===== src/rtl/if_fetch.sv =====
// Instruction fetch stage: program counter, imem request handshake, IF/ID register and pending-branch target.
// Optional IF_SKID_EN: buffer a word acknowledged during a stall (S_HOLD) instead of discarding and refetching it.
module if_fetch (
    input  logic        clk,
    input  logic        rst,
    input  logic        stall_i,
    input  logic        branch_flag_i,
    input  logic [15:0] branch_addr_i,
    output logic        imem_req_o,
    output logic [15:0] imem_addr_o,
    input  logic        imem_ack_i,
    input  logic [15:0] imem_data_i,
    output logic [15:0] id_pc_o,
    output logic [15:0] id_inst_o,
    output logic        id_valid_o
);

    localparam logic [15:0] NOP_INST = 16'h0800;

    typedef enum logic [0:0] {
        S_REQ  = 1'b0,
        S_HOLD = 1'b1
    } state_t;

    state_t      r_state;
    state_t      w_state_nxt;

    logic [15:0] r_pc;
    logic [15:0] r_tgt;
    logic        r_tgt_valid;
    logic [15:0] r_id_pc;
    logic [15:0] r_id_inst;
    logic        r_id_valid;

    logic        w_accept;
    logic        w_bubble;
    logic        w_take_now;
    logic [15:0] w_pc_inc;
    logic [15:0] w_next_pc;
    logic [15:0] w_word;

`ifdef IF_SKID_EN
    logic [15:0] r_hold;
`endif

    // The request drops immediately while reset is held so nothing is issued from a stale pc.
    assign imem_req_o  = (r_state == S_REQ) & ~rst;
    assign imem_addr_o = r_pc;
    assign id_pc_o     = r_id_pc;
    assign id_inst_o   = r_id_inst;
    assign id_valid_o  = r_id_valid;

    // FSM state register
    always_ff @(posedge clk) begin
        if (rst) begin
            r_state <= S_REQ;
        end else begin
            r_state <= w_state_nxt;
        end
    end

    // Next-state decode, accept/bubble qualification and source of the word entering IF/ID
    always_comb begin
        w_state_nxt = r_state;
        w_accept    = 1'b0;
        w_bubble    = 1'b0;
        w_word      = imem_data_i;
        case (r_state)
            S_REQ: begin
                if (imem_ack_i && !stall_i) begin
                    w_accept    = 1'b1;
                    w_state_nxt = S_REQ;
                end else if (!imem_ack_i && !stall_i) begin
                    w_bubble    = 1'b1;
                    w_state_nxt = S_REQ;
                end else begin
`ifdef IF_SKID_EN
                    if (imem_ack_i) begin
                        w_state_nxt = S_HOLD;
                    end else begin
                        w_state_nxt = S_REQ;
                    end
`else
                    // Word acked under stall is dropped; the same address stays requested.
                    w_state_nxt = S_REQ;
`endif
                end
            end
            S_HOLD: begin
`ifdef IF_SKID_EN
                w_word = r_hold;
                if (!stall_i) begin
                    w_accept    = 1'b1;
                    w_state_nxt = S_REQ;
                end else begin
                    w_state_nxt = S_HOLD;
                end
`else
                w_state_nxt = S_REQ;
`endif
            end
            default: begin
                w_state_nxt = S_REQ;
            end
        endcase
    end

    // Branch redirect: a branch seen while no fetch completes is parked in the target register
    always_comb begin
        w_pc_inc   = r_pc + 16'd1;
        w_take_now = branch_flag_i & r_id_valid & ~stall_i;
        if (w_take_now) begin
            w_next_pc = branch_addr_i;
        end else if (r_tgt_valid) begin
            w_next_pc = r_tgt;
        end else begin
            w_next_pc = w_pc_inc;
        end
    end

    // Program counter, pending target and IF/ID pipeline register
    always_ff @(posedge clk) begin
        if (rst) begin
            r_pc        <= 16'h0000;
            r_tgt       <= 16'h0000;
            r_tgt_valid <= 1'b0;
            r_id_pc     <= 16'h0000;
            r_id_inst   <= NOP_INST;
            r_id_valid  <= 1'b0;
        end else if (w_accept) begin
            r_pc        <= w_next_pc;
            r_tgt_valid <= 1'b0;
            r_id_pc     <= w_pc_inc;
            r_id_inst   <= w_word;
            r_id_valid  <= 1'b1;
        end else begin
            if (w_bubble) begin
                r_id_inst  <= NOP_INST;
                r_id_valid <= 1'b0;
            end
            if (w_take_now) begin
                r_tgt_valid <= 1'b1;
                r_tgt       <= branch_addr_i;
            end
        end
    end

`ifdef IF_SKID_EN
    // Skid buffer captures the word acknowledged while the pipeline is stalled
    always_ff @(posedge clk) begin
        if (rst) begin
            r_hold <= 16'h0000;
        end else if ((r_state == S_REQ) && imem_ack_i && stall_i) begin
            r_hold <= imem_data_i;
        end else begin
            r_hold <= r_hold;
        end
    end
`endif

endmodule


===== config.mk =====
export PLATFORM = sky130hd
export DESIGN_NAME = if_fetch
export DESIGN_NICKNAME = d
export VERILOG_FILES = /design/src/rtl/if_fetch.sv
export SDC_FILE = /design/constraint.sdc
export NUM_CORES = 1
export LEC_CHECK = 0
export CORE_UTILIZATION = 50
export DETAILED_ROUTE_END_ITERATION = 8
export GPL_ROUTABILITY_DRIVEN = 0
export PLACE_DENSITY = 0.87
export SLEW_MARGIN = 0
export SYNTH_ARGS = -nofsm -noshare
export SYNTH_HDL_FRONTEND = slang
export SYNTH_SLANG_ARGS = --single-unit

===== constraint.sdc =====
create_clock -name clk -period 4.2 [get_ports clk]
set_input_delay 0.63 -clock clk [delete_from_list [all_inputs] [get_ports clk]]
set_output_delay 0.63 -clock clk [all_outputs]
set_load 0.1 [all_outputs]

placed.png
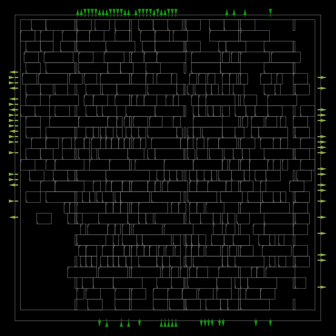
Seq area share: 33.9%
Layout Cells excl Fill: 483
Flops: 66

closeup.png
Scale bar: 10 microns. Region (26, 42) to (51, 67) microns. Cells in gray, sequential cells in the stronger gray; small squares are vias.
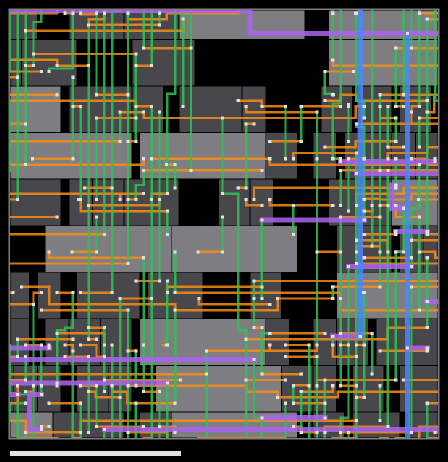
M4: shown in blue. M1: shown in orange. M2: shown in green. M3: shown in purple.
64 logic cells have their middle in the window. Netlist names of flops here include id_inst_o (4), imem_addr_o (4), r_tgt (3). Most frequent: nand2_1 (14), a21oi_1 (11), dfxtp_1 (11). Sequential cells in the window: 11.

sizing.png
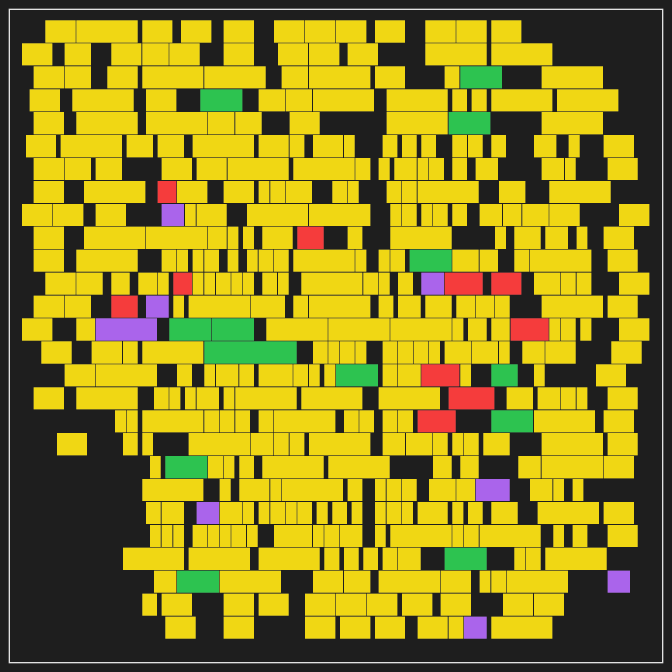
x1 and smaller: shown in yellow, cells 380, share 92%. x2: shown in red, cells 10, share 2.4%. x6 and larger: shown in green, cells 13, share 3.2%. x3 and x4: shown in purple, cells 8, share 1.9%.
final setup margin: 1500 ps
Plain + repair buffers: 88
area grow syn2layout: 37.2%
design area: 3890 sq um

==> ci_impl_report.md <==
### Flow metrics

| Metric | Value |
|---|---|
| WP data required | `3570 ps` |
| Port Buf Inserts | `around 86` |
| Power share of the combinational group | `between 20% and 30%` |
| Mapped cell area | `between 2000 and 3000 sq um` |
| CTS tree | `done` |
| P_comb | `358 uW` |
| Fillcell total | `around 450` |
| Worst setup EP type | `output pin` |
| Most instantiated logic cell after routing | `clkdlybuf4s50_1` |
| Cell count after synthesis | `between 300 and 400` |
| Outcome | `finished clean` |
| Main synth FF type | `dfxtp_1` |
| Met2 routed WL | `between 3000 and 4000 microns` |
| Tot Pwr | `~1600 uW` |
| ClkCell Share | `under 10%` |
| Max FO, Critical Path | `8` |
| Top cells excl fill/tap | `85 x clkdlybuf4s50_1, 66 x dfxtp_1, 47 x nand2_1` |
| Synth Area in Adders | `less than 1%` |
| FP Util | `roughly half` |
| Clk pin slew, worst setup/hold paths | `about 70 ps` |
| Die span in x | `77.4 microns` |
| Nets@finish | `approximately 440` |
| Largest net degree at the start of global routing | `approximately 43` |
| Number of buffers and inverters on the critical path | `1` |
| Placed cells | `between 400 and 500` |
| CP max-delay cell | `clkdlybuf4s50_1` |
| Comb area | `approximately 1400 sq um` |
| Multi-input gates | `237` |
| XORs/XNORs by Area | `4.32%` |
| Inverters excl. clock | `4` |
| Depth of the worst hold-timing path | `2` |
| Crit path arrival time | `approximately 2100 ps` |
| Hold path endpoint | `r_tgt[10]` |
| Worst slack at placement | `1270 ps` |
| Slowest stage delay, CP | `1200 ps` |
| M2 GR Usage | `approximately two fifths` |
| Yosys cell count | `between 300 and 400` |
| Fraction of area in multi-input gates | `35.5%` |
| GRT Residual Overflow | `0` |
| Crit-path cells | `clkdlybuf4s50_1` |
| Post-Syn Nets | `between 300 and 400` |
| Final Cycle Share | `around 64%` |
| Register share after synthesis | `46.5%` |
| Fmax | `~370 MHz` |
| Top comb family, area | `AND-OR/OR-AND gates` |
| Yosys warning count | `0` |
| Post-synth mux share | `less than 1%` |
| CP Depth | `1` |
| Number of vias per cell | `approximately 5.6` |
| R2r startpoint | `imem_addr_o[0]` |
| Min Tclk post-route | `2700 ps` |
Power is estimated from default activity; no workload was simulated.
